clk_routes.png
Scale: 1 px per µm.
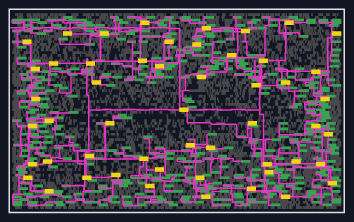
power_grid.png
Scale: 1.5 px per µm. Pins as bars on the die edge.
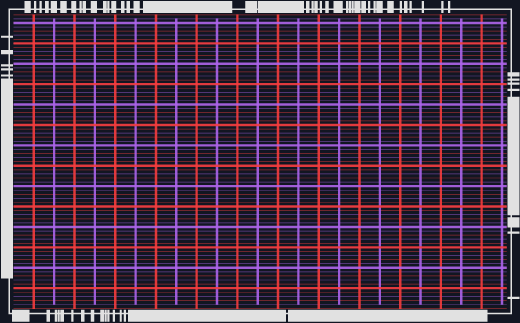
clocks.png
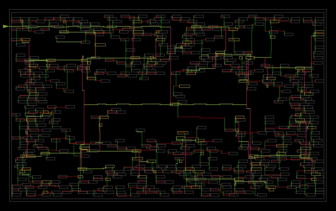
layer_met2.png
Scale: 1.5 px per µm.
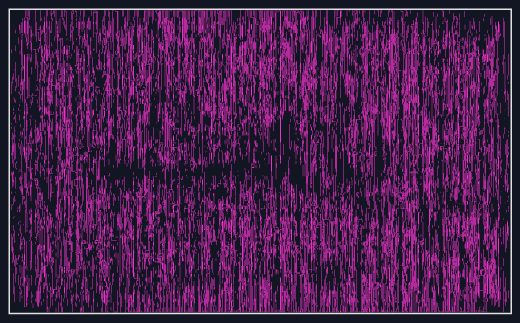
cell_density.png
Scale: 1.5 px per µm. 33 x 20 tiles, from black (low) to pale yellow (high), 0 to 100% covered.
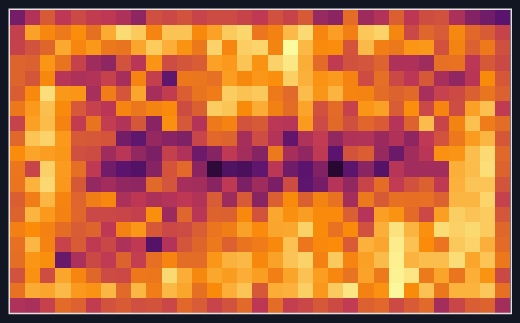
File: config.mk
export PLATFORM = sky130hd
export DESIGN_NAME = ray_dispatcher
export DESIGN_NICKNAME = d
export VERILOG_FILES = /design/src/rtl/ray_dispatcher.sv
export SDC_FILE = /design/constraint.sdc
export NUM_CORES = 2
export LEC_CHECK = 0
export ABC_AREA = 1
export CAP_MARGIN = 0
export CORE_ASPECT_RATIO = 0.6
export CORE_MARGIN = 2
export CORE_UTILIZATION = 54
export CTS_CLUSTER_SIZE = 16
export DETAILED_ROUTE_END_ITERATION = 10
export MAX_ROUTING_LAYER = met4
export PLACE_DENSITY = 0.84
export SYNTH_ARGS = -nofsm -noshare
export SYNTH_HDL_FRONTEND = slang
export SYNTH_SLANG_ARGS = --single-unit
File: constraint.sdc
create_clock -name clk -period 3.3 [get_ports clk]
set_clock_uncertainty 0.2 [all_clocks]
set_input_delay 0.33 -clock clk [delete_from_list [all_inputs] [get_ports clk]]
set_output_delay 0.33 -clock clk [all_outputs]
set_load 0.005 [all_outputs]
File: src/rtl/ray_dispatcher.sv
// Primary-ray generator: walks the screen in raster order, emits one ray per pixel into
// the core input FIFO under back-pressure, then waits for the core to finish the frame.

module ray_dir_lane #(
   parameter int FIX_W = 32
) (
   input  logic             clk,
   input  logic             resetn,
   input  logic             load,
   input  logic             adv_x,
   input  logic             adv_row,
   input  logic [FIX_W-1:0] corner,
   input  logic [FIX_W-1:0] du,
   input  logic [FIX_W-1:0] dv,
   output logic [FIX_W-1:0] dir
);
   logic [FIX_W-1:0] row_dir, du_q, dv_q;

   // The row base is kept separately so a row wrap steps from it rather than
   // unwinding WIDTH-1 du steps; this is what keeps the row wrap bubble-free.
   always_ff @(posedge clk or negedge resetn) begin
      if (!resetn) begin
         dir     <= '0;
         row_dir <= '0;
         du_q    <= '0;
         dv_q    <= '0;
      end else if (load) begin
         dir     <= corner;
         row_dir <= corner;
         du_q    <= du;
         dv_q    <= dv;
      end else if (adv_x) begin
         dir <= dir + du_q;
      end else if (adv_row) begin
         row_dir <= row_dir + dv_q;
         dir     <= row_dir + dv_q;
      end
   end
endmodule

module ray_dispatcher #(
   parameter int WIDTH  = 640,
   parameter int HEIGHT = 480,
   parameter int FIX_W  = 32
) (
   input  logic                  clk,
   input  logic                  resetn,
   input  logic                  start,
   input  logic [2:0][FIX_W-1:0] cam_origin,
   input  logic [2:0][FIX_W-1:0] cam_corner,
   input  logic [2:0][FIX_W-1:0] cam_du,
   input  logic [2:0][FIX_W-1:0] cam_dv,
   input  logic                  fifo_full,
   input  logic [31:0]           pixel_counter,
   output logic                  add_input,
   output logic [15:0]           ray_x,
   output logic [15:0]           ray_y,
   output logic [2:0][FIX_W-1:0] ray_orig,
   output logic [2:0][FIX_W-1:0] ray_dir,
   output logic                  reset_pixel_counter,
   output logic                  busy,
   output logic                  frame_done
);
   localparam logic [15:0] XMAX = 16'(WIDTH - 1);
   localparam logic [15:0] YMAX = 16'(HEIGHT - 1);
   localparam logic [31:0] NPIX = 32'(WIDTH * HEIGHT);

   typedef enum logic [1:0] {IDLE, ISSUE, DRAIN, DONE} state_t;

   state_t                  state, state_nxt;
   logic [15:0]             x_q, y_q;
   logic [2:0][FIX_W-1:0]   orig_q;
   logic                    load, adv_x, adv_row;

   always_ff @(posedge clk or negedge resetn) begin
      if (!resetn) state <= IDLE;
      else         state <= state_nxt;
   end

   always_comb begin
      state_nxt           = state;
      add_input           = 1'b0;
      reset_pixel_counter = 1'b0;
      load                = 1'b0;
      adv_x               = 1'b0;
      adv_row             = 1'b0;
      case (state)
         IDLE: begin
            if (start) begin
               load                = 1'b1;
               reset_pixel_counter = 1'b1;
               state_nxt           = ISSUE;
            end
         end
         ISSUE: begin
            add_input = !fifo_full;
            if (add_input) begin
               if (x_q < XMAX)      adv_x     = 1'b1;
               else if (y_q < YMAX) adv_row   = 1'b1;
               else                 state_nxt = DRAIN;
            end
         end
         // Bounced rays recirculate inside the core and never bump the counter,
         // so reaching the frame size means every primary ray has retired.
         DRAIN: begin
            if (pixel_counter >= NPIX) state_nxt = DONE;
         end
         DONE:    state_nxt = IDLE;
         default: state_nxt = IDLE;
      endcase
   end

   always_ff @(posedge clk or negedge resetn) begin
      if (!resetn) begin
         x_q    <= '0;
         y_q    <= '0;
         orig_q <= '0;
      end else if (load) begin
         x_q    <= '0;
         y_q    <= '0;
         orig_q <= cam_origin;
      end else if (adv_x) begin
         x_q <= x_q + 16'd1;
      end else if (adv_row) begin
         x_q <= '0;
         y_q <= y_q + 16'd1;
      end
   end

   always_ff @(posedge clk or negedge resetn) begin
      if (!resetn) frame_done <= 1'b0;
      else         frame_done <= (state == DONE);
   end

   for (genvar c = 0; c < 3; c++) begin : g_lane
      ray_dir_lane #(.FIX_W(FIX_W)) u_lane (
         .clk    (clk),
         .resetn (resetn),
         .load   (load),
         .adv_x  (adv_x),
         .adv_row(adv_row),
         .corner (cam_corner[c]),
         .du     (cam_du[c]),
         .dv     (cam_dv[c]),
         .dir    (ray_dir[c])
      );
   end

   assign ray_x    = x_q;
   assign ray_y    = y_q;
   assign ray_orig = orig_q;
   assign busy     = (state != IDLE);
endmodule

==> run summary <==
htree depth: 2
buffers inserted during post-CTS setup optimization: 0
Reg2Reg Setup Slack: 0.15 ns
Routed WL per cell: 19.9 µm
total number of yosys warnings: 0
Total Nets Final: 6483
Data arrival, critical path: 2.63 ns
detailed-routed wire length on met3: 16000 µm
top routing layer used: met4
worst setup slack after placement: 0.233 ns
number of nets still failing antenna checks after routing: 0
Sw Ratio: 0.522
family with the most delay on the worst path: buffers and inverters
CP max FO: 24
synthesized area divided by synthesized cell count: 6.67 µm²
maximum root-to-sink buffer count: 3
number of antenna violations at the first check in global routing: 4
PnR worst setup slack: 0.145 ns
total chip power: 55100 µW
max-slew violations: 0
Area Overhead vs Synth: 26.4%
most numerous cell in the Yosys netlist: sky130_fd_sc_hd__nand2_1
register area: 0.0129 mm²
post-route fraction of the period consumed by the critical path: 0.956
largest net degree at the start of global routing: 149
startpoint of the lowest-slack register-to-register path: ray_x[0]
net count after synthesis: 5897
area figure in the yosys stat output: 0.0352 mm²
Max Cap Violations: 0
Worst-Skew Late Latency: 0.64 ns
Internal Pwr Total: 26400 µW
ratio of routed vias to standard cells: 5.55
clock input transition at the sequential cells of the worst setup and hold paths: 0.08 ns
number of synthesized register bits: 515
number of stages on the worst hold path: 3
clock sink total: 515
standard cell with the maximum stage delay on the critical path: sky130_fd_sc_hd__clkdlybuf4s50_1
Seq pwr share: 0.215
critical register-to-register path endpoint: g_lane[2].u_lane.dir[31]
global-route wire length before repair: 206000 µm
worst hold start: cam_dv[7]
Post-synth EDFFs: 0
fmax: 317 MHz
Req. time, crit path: 2.77 ns
number of filler cells placed in the layout: 5546
Clk pwr share: 0.124
actual transition at the worst max-transition pin: 1.18 ns
number of warnings in the stage logs: 48
unrepaired setup endpoints after global routing: false
clock tree from TritonCTS: built
Combinational Power Share: 0.661
met2 wire len: 54300 µm
delay of the slowest cell on the worst path: 0.52 ns
leakage power: 0.0234 µW
tally of non-filler cells in the final layout: 6762
total negative slack for setup checks: 0 ns
root buffer cell: sky130_fd_sc_hd__clkbuf_16
element type at the critical path end: output port
initial cell density of the core: 0.546
capture endpoint of the worst hold path: g_lane[0].u_lane.dv_q[7]
largest area contributor in the synthesized netlist: sky130_fd_sc_hd__dfrtp_1
most numerous cell types in the synthesized netlist: sky130_fd_sc_hd__nand2_1 (2193), sky130_fd_sc_hd__inv_1 (656), sky130_fd_sc_hd__dfrtp_1 (515)
Worst R2R Path Depth: 15
DRC violation count after routing: 0
length of routed wiring on met1: 61000 µm
number of core rows: 72
final instance area: 0.0445 mm²
synthesized area: 0.0352 mm²
final global-route overflow total: 0
Distinct lib cells used: 55
global-route total usage across every layer: 0.406
placeable core region: 0.0644 mm²
post-synth top area share: 0.366
area enclosed by the die boundary: 0.0673 mm²
crit-path cells: inv_1 -> ha_1 -> nand2_4 -> clkinv_8 -> buf_16 -> clkdlybuf4s50_1
fraction of layout cells with a size suffix above 1: 0.0296
dominant register cell in the synthesized netlist: sky130_fd_sc_hd__dfrtp_1
hold crit path type: in2reg
# Cells Yosys: 5278
critical path class: reg2out
P_sw: 28800 µW
Synth async-reset ratio: 1.00
Max-Slew Margin vs Limit: 0.212
drt first pass iters: 6
top cells by area: sky130_fd_sc_hd__dfrtp_1 (37%), sky130_fd_sc_hd__nand2_1 (23%), sky130_fd_sc_hd__inv_1 (7.0%)
Die Ht: 202 µm
number of endpoints with negative hold slack in the final report: 0
placed inst area: 0.0425 mm²
type of element launching the critical path: flop
clock period minus final worst setup slack: 3.16 ns
count of pins on the block boundary: 648
IO Port Bufs: 635
outcome: complete, no violations
peak supply drop: 689 µV
area of combinational cells with multiple inputs: 0.0191 mm²
count of buffer and inverter cells on the critical path: 4
Die Width: 334 µm
power density of the placed cells: 1240 mW/mm²
last weighted congestion value of the routability-driven placer: 1.05
register share after synthesis: 0.366
# setup viols final: 0
number of global-route vias before repair: 35400
final cell utilization of the core: 0.691
cell count after synthesis: 5278
final worst hold slack: 0.0221 ns
post-detail-place hpwl: 104000 µm
dpl cells: 6658
First DRT Iteration DRCs: 4076
Notes on clk_routes.png above:
flip-flops -> green  # count 515
clock drivers -> yellow  # count 52
clock wires -> magenta  # length 7380 µm
flops lie = widely spread
routed clock nets = 53

Notes on power_grid.png above:
VDD -> purple
VSS -> red
signal pins = 648
rows = 72
met1 rails = 73
met5 straps = 14

Notes on clocks.png above:
total CTS buffers: 52
total clock network power: 6860 µW
number of clock buffers in the layout: 70

Notes on layer_met2.png above:
wire length on this layer = 54.3 mm
nets with wire on the layer = 5174
count of vias placed by the detailed router: 37500
final wirelength: 134000 µm

Notes on cell_density.png above:
emptiest ninth of the die = centre
tiles over 75% full = 29%
fullest tile = 99%

==> state kept, by name (all words and copies together) (netlist names) <==
name and cells:
g_lane.u_lane.dir 96, g_lane.u_lane.du_q 96, g_lane.u_lane.dv_q 96, g_lane.u_lane.row_dir 96, ray_orig 96, ray_x 16
ray_y 16, state 2, frame_done 1
==> worst max-delay path by stage <==
stage / startpoint / endpoint / cells past startpoint / slack, ns
3_5_place_dp: ray_x[0] / g_lane[0].u_lane.dir[20] / 15 / 0.23
4_1_cts: state[0] / reset_pixel_counter / 6 / 0.03
3_3_place_gp: ray_x[0] / g_lane[0].u_lane.dir[27] / 15 / 0.35
6_report: state[0] / reset_pixel_counter / 6 / 0.14
5_1_grt: ray_x[0] / g_lane[0].u_lane.dir[27] / 15 / 0.009
2_1_floorplan: g_lane[0].u_lane.dv_q[0] / g_lane[0].u_lane.dir[14] / 13 / 0.99
==> layout make-up <==
class	instances	area share
diodes	4	0.000225
clock buffers	70	0.0333
clock inverters	27	0.0102
inverters	660	0.0561
multi-input cells	3949	0.428
flip-flops and latches	515	0.290
well taps	851	0.0239
repair buffers	686	0.158
==> kinds of logic (layout without fill, tap and decap cells) <==
| kind of cell | Yosys count | in the layout | share of synthesized area |
|---|---|---|---|
| simple gates | 3116 | 3116 | 0.358 |
| buf+inv | 814 | 1443 | 0.0929 |
| compound gates | 550 | 550 | 0.0899 |
| flops | 515 | 515 | 0.366 |
| fa+ha+maj | 199 | 199 | 0.0720 |
| xor+xnor | 84 | 84 | 0.0209 |
| other cells | 0 | 4 | 0 |
==> cell usage in the layout (no fill, tap or decap), types with 26 or more instances in the layout <==
master / instances
sky130_fd_sc_hd__a21oi_1: 280
sky130_fd_sc_hd__a31oi_1: 34
sky130_fd_sc_hd__buf_4: 28
sky130_fd_sc_hd__clkbuf_16: 54
sky130_fd_sc_hd__clkdlybuf4s50_1: 634
sky130_fd_sc_hd__dfrtp_1: 515
sky130_fd_sc_hd__ha_1: 193
sky130_fd_sc_hd__inv_1: 655
sky130_fd_sc_hd__nand2_1: 2192
sky130_fd_sc_hd__nand3_1: 347
sky130_fd_sc_hd__nor2_1: 401
sky130_fd_sc_hd__nor3_1: 36
sky130_fd_sc_hd__o21ai_0: 85
sky130_fd_sc_hd__o21bai_1: 34
sky130_fd_sc_hd__o22ai_1: 28
sky130_fd_sc_hd__or2_1: 28
sky130_fd_sc_hd__xnor2_1: 26
sky130_fd_sc_hd__xor2_1: 58
==> power groups by stage <==
stage               registers, µW  logic (µW)  clock network, µW
floorplan                   10900       23600                  0
global placement            11700       34400                  0
detailed placement          11700       35000                  0
CTS                         11700       35300               6890
global route                12100       40300               7140
finish                      11800       36400               6860
==> metal layers <==
metal | track usage | vias to the layer above
li1 | - | 17800
met1 | 0.598 | 17500
met2 | 0.556 | 1967
met3 | 0.102 | 209
met4 | 0.0911 | 0
met5 | - | -
==> repair_timing <==
item | in CTS | in global routing
endpoints found under the hold margin | 309 | 0
gates cloned | 1 | 1
endpoints found under the setup margin | 1 | 1
pin swaps | 0 | 0
hold buffers | 1 | 0
gates resized | 1 | 1
Power and IR drop assume default switching activity.
